==> config.mk <==
export PLATFORM = sky130hd
export DESIGN_NAME = cdc_fifo_packer
export DESIGN_NICKNAME = d
export VERILOG_FILES = /design/src/rtl/cdc_fifo_packer.sv
export SDC_FILE = /design/constraint.sdc
export NUM_CORES = 1
export LEC_CHECK = 0
export ABC_AREA = 1
export CORE_ASPECT_RATIO = 1.1
export CORE_MARGIN = 1.5
export CORE_UTILIZATION = 57
export DETAILED_ROUTE_END_ITERATION = 10
export GPL_TIMING_DRIVEN = 0
export PLACE_DENSITY = 0.95
export SETUP_SLACK_MARGIN = 0.15
export SLEW_MARGIN = 25
export SYNTH_ARGS = -nofsm -noshare
export SYNTH_HDL_FRONTEND = slang
export SYNTH_SLANG_ARGS = --single-unit
==> constraint.sdc <==
create_clock -name clk -period 4.8 [get_ports clk]
set_input_delay 0.72 -clock clk [delete_from_list [all_inputs] [get_ports clk]]
set_output_delay 0.72 -clock clk [all_outputs]
set_load 0.02 [all_outputs]
==> src/rtl/cdc_fifo_packer.sv <==
// Packs narrow producer beats into wide words for a CDC FIFO.
// Supports partial-word flush with a per-lane valid mask.
module cdc_fifo_packer #(
  parameter int INPUT_BITWIDTH = 8,
  parameter int RATIO          = 4
) (
  input  logic                            clk,
  input  logic                            sync_rst,
  input  logic                            InputREQ,
  output logic                            InputACK,
  input  logic [INPUT_BITWIDTH-1:0]       InputData,
  input  logic                            FlushREQ,
  output logic                            FlushACK,
  output logic                            OutputREQ,
  input  logic                            OutputACK,
  output logic [INPUT_BITWIDTH*RATIO-1:0] OutputData,
  output logic [RATIO-1:0]                OutputMask
);

  localparam int OUTPUT_BITWIDTH = INPUT_BITWIDTH * RATIO;
  localparam int CW = $clog2(RATIO);

  logic [OUTPUT_BITWIDTH-1:0] acc_q, acc_d, acc_wr;
  logic [CW-1:0]              cnt_q, cnt_d;
  logic                       oreq_q, oreq_d;
  logic [OUTPUT_BITWIDTH-1:0] odata_q, odata_d;
  logic [RATIO-1:0]           omask_q, omask_d;

  logic          slot_free;
  logic          last;
  logic          in_fire;
  logic          fl_fire;
  logic          emit;
  logic [CW:0]   filled;

  // Handshake qualification; the holding slot may reload as it drains.
  always_comb begin
    slot_free = !oreq_q || OutputACK;
    last      = (cnt_q == CW'(RATIO - 1));
    InputACK  = !sync_rst && (!last || slot_free);
    FlushACK  = !sync_rst && slot_free;
    OutputREQ = oreq_q && !sync_rst;
    in_fire   = InputREQ && InputACK;
    fl_fire   = FlushREQ && FlushACK;
    filled    = {1'b0, cnt_q} + (CW + 1)'(in_fire);
    emit      = (in_fire && last) || (fl_fire && (filled != '0));
  end

  // Accumulator with the current beat merged into its lane.
  always_comb begin
    acc_wr = acc_q;
    for (int i = 0; i < RATIO; i++) begin
      if (in_fire && (cnt_q == CW'(i))) begin
        acc_wr[i*INPUT_BITWIDTH +: INPUT_BITWIDTH] = InputData;
      end
    end
  end

  // Next-state: complete or flushed words move to the holding register.
  always_comb begin
    acc_d   = acc_q;
    cnt_d   = cnt_q;
    oreq_d  = oreq_q && !OutputACK;
    odata_d = odata_q;
    omask_d = omask_q;
    if (emit) begin
      oreq_d  = 1'b1;
      odata_d = acc_wr;
      for (int i = 0; i < RATIO; i++) begin
        omask_d[i] = ((CW + 1)'(i) < filled);
      end
      acc_d = '0;
      cnt_d = '0;
    end else if (in_fire) begin
      acc_d = acc_wr;
      cnt_d = cnt_q + 1'b1;
    end
  end

  // State registers with synchronous reset discarding all data.
  always_ff @(posedge clk) begin
    if (sync_rst) begin
      acc_q   <= '0;
      cnt_q   <= '0;
      oreq_q  <= 1'b0;
      odata_q <= '0;
      omask_q <= '0;
    end else begin
      acc_q   <= acc_d;
      cnt_q   <= cnt_d;
      oreq_q  <= oreq_d;
      odata_q <= odata_d;
      omask_q <= omask_d;
    end
  end

  assign OutputData = odata_q;
  assign OutputMask = omask_q;

endmodule

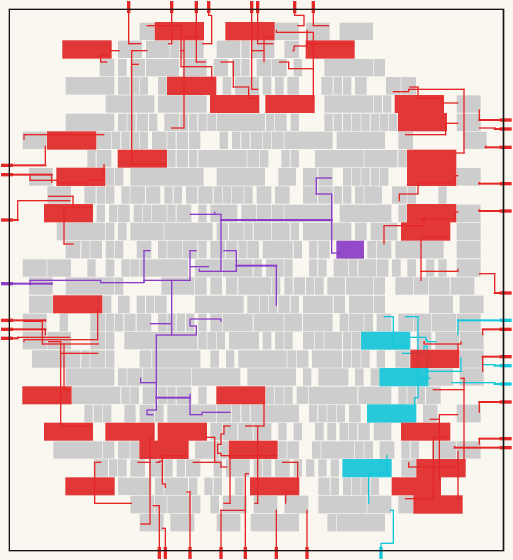
*Nets reached from selected ports, run 1*
| colour | port | bits | direction | end cells | buffers | wire |
|---|---|---|---|---|---|---|
| red | `OutputData` | 32 | output | 32 | 32 | 684 um |
| purple | `InputACK` | 1 | output | 1 | 2 | 172 um |
| cyan | `OutputMask` | 4 | output | 4 | 4 | 82.9 um |

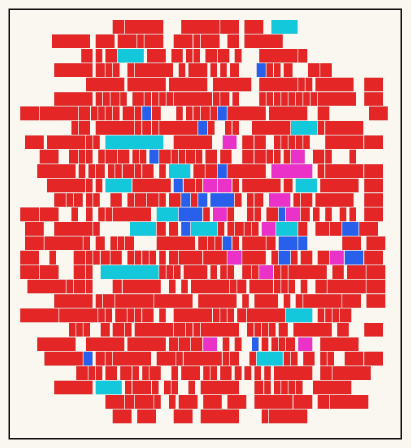
*Cells by drive strength, run 1*
| colour | size | cells | share |
|---|---|---|---|
| blue | x2 | 21 | 4.3% |
| magenta | x3 and x4 | 14 | 2.9% |
| cyan | x6 and larger | 15 | 3.1% |
| red | x1 and smaller | 433 | 90% |

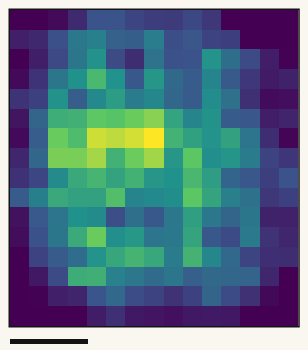
*Wiring heat map, run 1*
Scale bar: 20 um. 15 x 16 tiles, from dark purple (low) to yellow (high), scaled to the fullest tile. Values are wire area over tile area, all layers added.
emptiest ninth of the die: upper right
nearly empty tiles: 10%
mean over tiles: 0.24
tiles over half the peak: 25%
fullest tile: 0.74

==> results.yml, run 1 <==
# implementation run metrics
outcome:
  status: "finished clean"
global_routing:
  use_met2: 0.505
  track_usage: 0.305
  grt_max_degree: 13
  globalRouteMet1Util: 0.368
  grt.busiest_layer: "met2"
  gr-total-overflow: 0
  use_met3: 0.0602
  first_global_vias: 2909
  grt_pass1_wl_um: 13500
  antenna_found_initial: 0
yosys:
  syn-num-nets: 436
  ys_sh_mux: 0
  top_area_frac: 0.454
  aoi_share: 0.0116
  top_cell: "nand2_1"
  synthesis.instances: 416
  synth.area.top_cells: "dfxtp_1 (45%), nand2_1 (14%), nand4_1 (12%)"
  yosys_warnings: 0
  adder_share: 0.0280
  ys_area_mm2: 0.00313
  synth-seq-cells: 71
  yosysCellCount: 416
  top_cells_by_count: "nand2_1 (118), dfxtp_1 (71), nand4_1 (61)"
  ys_seq_share: 0.454
  syn_area_mm2: 0.00313
  yosys.area.top_type: "dfxtp_1"
  yosys.cell_types.count: 22
  flop_cell: "dfxtp_1"
  xor_share: 0
critical_path:
  rr_endpoint: "OutputData[9]"
  path_cells: "clkdlybuf4s50_1 > or2_1 > nand2_4 > buf_6 > clkdlybuf4s50_1"
  r2r-start: "cnt_q[0]"
  worstSetupPathType: "in2out"
  r2r_cells: 15
  rrSetupSlack_ps: 2060
  cpPeakStageDelay_ps: 610
  cp-endpoint: "InputACK"
  timing.critical_path.from: "sync_rst"
  cpLargestDelayFamily: "buffers and inverters"
  cp_num_buf_inv: 3
  start_kind: "input port"
  cp.depth: 5
  crit_path_max_fanout: 10
clock_network:
  numCtsBuffers: 9
  clockBufferDepth: 2
  clock_sinks: 71
  postCtsSetupBuffers: 0
  cts_resized: 0
  clkTransAtPathRegs_ps: 80
  ctsHtreeMaxLevel: 3
  cts_tree: "built"
cells_and_area:
  fillCellCount: 391
  nNonClkInverters: 50
  buf_share: 0.176
  drive_gt1_frac: 0.104
  nClkBuffers: 10
  fin_util: 0.741
  num-nonclk-buffers: 78
  comb_area_mm2: 0.00134
  area_delta_synth_final_pct: 26.1
  seq_cells: 71
  comb_share: 0.339
worst_hold_path:
  min_to: "OutputMask[1]"
  worstHoldStart: "OutputMask[1]"
power:
  swShare: 0.267
  clockPowerShare: 0.396
  clock_power_uw: 519
  powerSeq_uw: 618
  maxPowerGroup: "registers"
  total_power_mw: 1.31
  ir_drop_mv: 0.206
  pwr-share-seq: 0.472
  powerDensity_mw_per_mm2: 332
timing:
  worst_pin_slew_ps: 439
  relSlewSlack: 0.707
  fmax_ghz: 0.317
  finalCritPeriodShare: 0.657
  drv_slew: 0
  finalHoldViolCount: 0
  final-setup-viol-count: 0
  finalClockSkew_ps: 5.11
  holdWs_ps: 473
  rsz0062_at_grt: "false"
  final.setup.worst_slack_ps: 1650
placed_design:
  dpl.hpwl_um: 5480
  dpl_cell_area_mm2: 0.00373
  post-place-ws_ps: 1490
  portBuffers: 51
  placed_cells_incl_taps: 542
floorplanning:
  chipArea_mm2: 0.00594
  ios: 52
  die_w_um: 73.6
  taps: 75
  fp.dieH_um: 80.7
  rows: 28
  fp-utilization: 0.587
route:
  drc: 0
  routedWlPerCell_um: 15.4
  wl_met1_um: 3410
  drt_iter0_markers: 336
  drt_wl_total_um: 8570
  wl_met3_um: 678
  avgViaCountPerCell: 5.66
  dr_wl_met2_um: 4130
run:
  warnings: 30
### Cells coloured by class, run 1

Scale bar: 20 um.
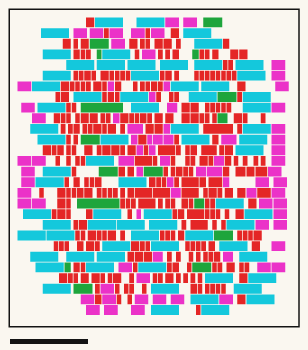

==> inputs of run 2 (changes only) <==
--- a/config.mk
+++ b/config.mk
@@ -8,10 +8,10 @@
 export ABC_AREA = 1
 export CORE_ASPECT_RATIO = 1.1
 export CORE_MARGIN = 1.5
-export CORE_UTILIZATION = 57
+export CORE_UTILIZATION = 48
 export DETAILED_ROUTE_END_ITERATION = 10
 export GPL_TIMING_DRIVEN = 0
-export PLACE_DENSITY = 0.95
+export PLACE_DENSITY = 0.87
 export SETUP_SLACK_MARGIN = 0.15
 export SLEW_MARGIN = 25
 export SYNTH_ARGS = -nofsm -noshare
==> constraint.sdc (replaced) <==
create_clock -name clk -period 2.75 [get_ports clk]
set_input_delay 0.4125 -clock clk [delete_from_list [all_inputs] [get_ports clk]]
set_output_delay 0.4125 -clock clk [all_outputs]
set_load 0.02 [all_outputs]
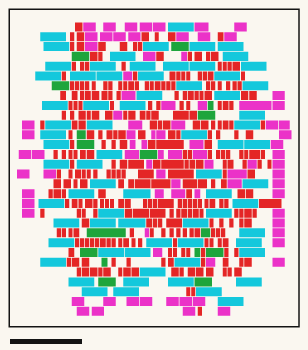
*Cells coloured by class, run 2*
Scale bar: 20 um.
| colour | class | cells |
|---|---|---|
| cyan | sequential cells | 71 |
| green | clock drivers and dummy loads | 16 |
| magenta | remaining buffers and delay cells | 84 |
| red | remaining logic cells | 318 |

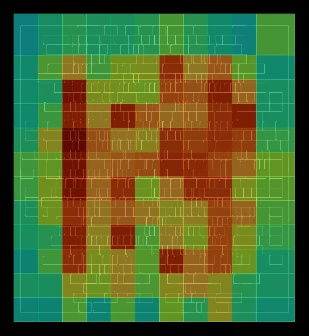
*Track usage over the die, run 2*
final core utilization: 0.656
gr usage total: 0.242
met3 Use GR: 0.0521

==> results.yml, run 2 <==
# implementation run metrics
cells_and_area:
  n_antenna_cell: 0
  area_delta_synth_final_pct: 30.6
  clk_share: 0.0484
  nClkBuffers: 10
  comb_share: 0.337
  num-nonclk-buffers: 84
  fillCellCount: 511
  buf_share: 0.196
  comb_area_mm2: 0.00138
  drive_gt1_frac: 0.131
  seq_cells: 71
  nets: 504
  nNonClkInverters: 50
  final_cells: 569
  final-seq-area_mm2: 0.00142
critical_path:
  worstSetupPathType: "reg2out"
  crit_path_max_fanout: 10
  path_cells: "ha_2 > or2_1 > nand2_4 > buf_4 > buf_6 > clkdlybuf4s50_1"
  cp.arrival_ps: 2160
  cp.depth: 6
  r2r-start: "cnt_q[0]"
  start_kind: "register"
  r2r_cells: 15
  cpPeakStageDelay_ps: 610
  cp-endpoint: "InputACK"
  rrSetupSlack_ps: 290
  timing.critical_path.from: "cnt_q[0]"
  cp_num_buf_inv: 3
  cpLargestDelayFamily: "buffers and inverters"
  rr_endpoint: "OutputData[28]"
clock_network:
  cts_tree: "built"
  clock_sinks: 71
  clkTransAtPathRegs_ps: 70
  clockBufferDepth: 2
  numCtsBuffers: 9
  cts_resized: 7
  ctsHtreeMaxLevel: 3
  postCtsSetupBuffers: 0
global_routing:
  globalRouteMet1Util: 0.289
  grt_pass1_wl_um: 12800
  gr-total-overflow: 0
  grt.busiest_layer: "met2"
  first_global_vias: 2864
  grt_max_degree: 13
  antenna_found_initial: 0
  use_met2: 0.403
yosys:
  aoi_share: 0.0116
  syn-num-nets: 436
  edf_count: 0
  flop_cell: "dfxtp_1"
  xor_share: 0
  top_cell: "nand2_1"
  top_area_frac: 0.454
  ys_sh_mux: 0
  synthesis.instances: 416
  yosys.area.top_type: "dfxtp_1"
  yosys.cell_types.count: 22
  ys_area_mm2: 0.00313
  syn_area_mm2: 0.00313
  top_cells_by_count: "nand2_1 (118), dfxtp_1 (71), nand4_1 (61)"
  yosys_warnings: 0
  synth-seq-cells: 71
  ys_seq_share: 0.454
  ys_top_logic_family: "simple AND/OR/NAND/NOR gates"
  yosysCellCount: 416
  syn_avg_cell_area_um2: 7.52
  adder_share: 0.0280
  synth.area.top_cells: "dfxtp_1 (45%), nand2_1 (14%), nand4_1 (12%)"
route:
  avgViaCountPerCell: 5.34
  wl_met1_um: 3340
  drc: 0
  dr_wl_met2_um: 4080
  firstDrtPassIters: 5
  routedWlPerCell_um: 14.6
  drt_iter0_markers: 237
  wl_met3_um: 616
  highest_layer: "met4"
  drt_wl_total_um: 8280
timing:
  fmax_ghz: 0.389
  fin_crit_ps: 2570
  finalCritPeriodShare: 0.934
  holdWs_ps: 474
  final-setup-viol-count: 0
  drv_slew: 0
  finalSetupTns_ps: 0
  finalHoldViolCount: 0
  worst_pin_slew_ps: 438
  relSlewSlack: 0.708
  final.setup.worst_slack_ps: 182
  rsz0062_at_grt: "false"
  finalClockSkew_ps: 5.89
floorplanning:
  rows: 30
  chipArea_mm2: 0.00701
  fp.dieH_um: 87.7
  die_w_um: 80.0
  fp-utilization: 0.502
  ios: 52
  taps: 80
power:
  pg_comb_uw: 336
  ir_drop_mv: 0.315
  pwr-share-comb: 0.150
  powerDensity_mw_per_mm2: 550
  swShare: 0.273
  powerSeq_mw: 1.08
  clockPowerShare: 0.369
  clock_power_uw: 829
  pwr-share-seq: 0.481
  maxPowerGroup: "registers"
  total_power_mw: 2.25
placed_design:
  post-place-ws_ps: -280
  portBuffers: 51
  dpl.hpwl_um: 5450
  dpl_cell_area_mm2: 0.00374
  placed_cells_incl_taps: 547
worst_hold_path:
  min_to: "OutputMask[1]"
  worstHoldStart: "OutputMask[1]"
outcome:
  status: "finished clean"
run:
  warnings: 30
Power is estimated from default activity; no workload was simulated.
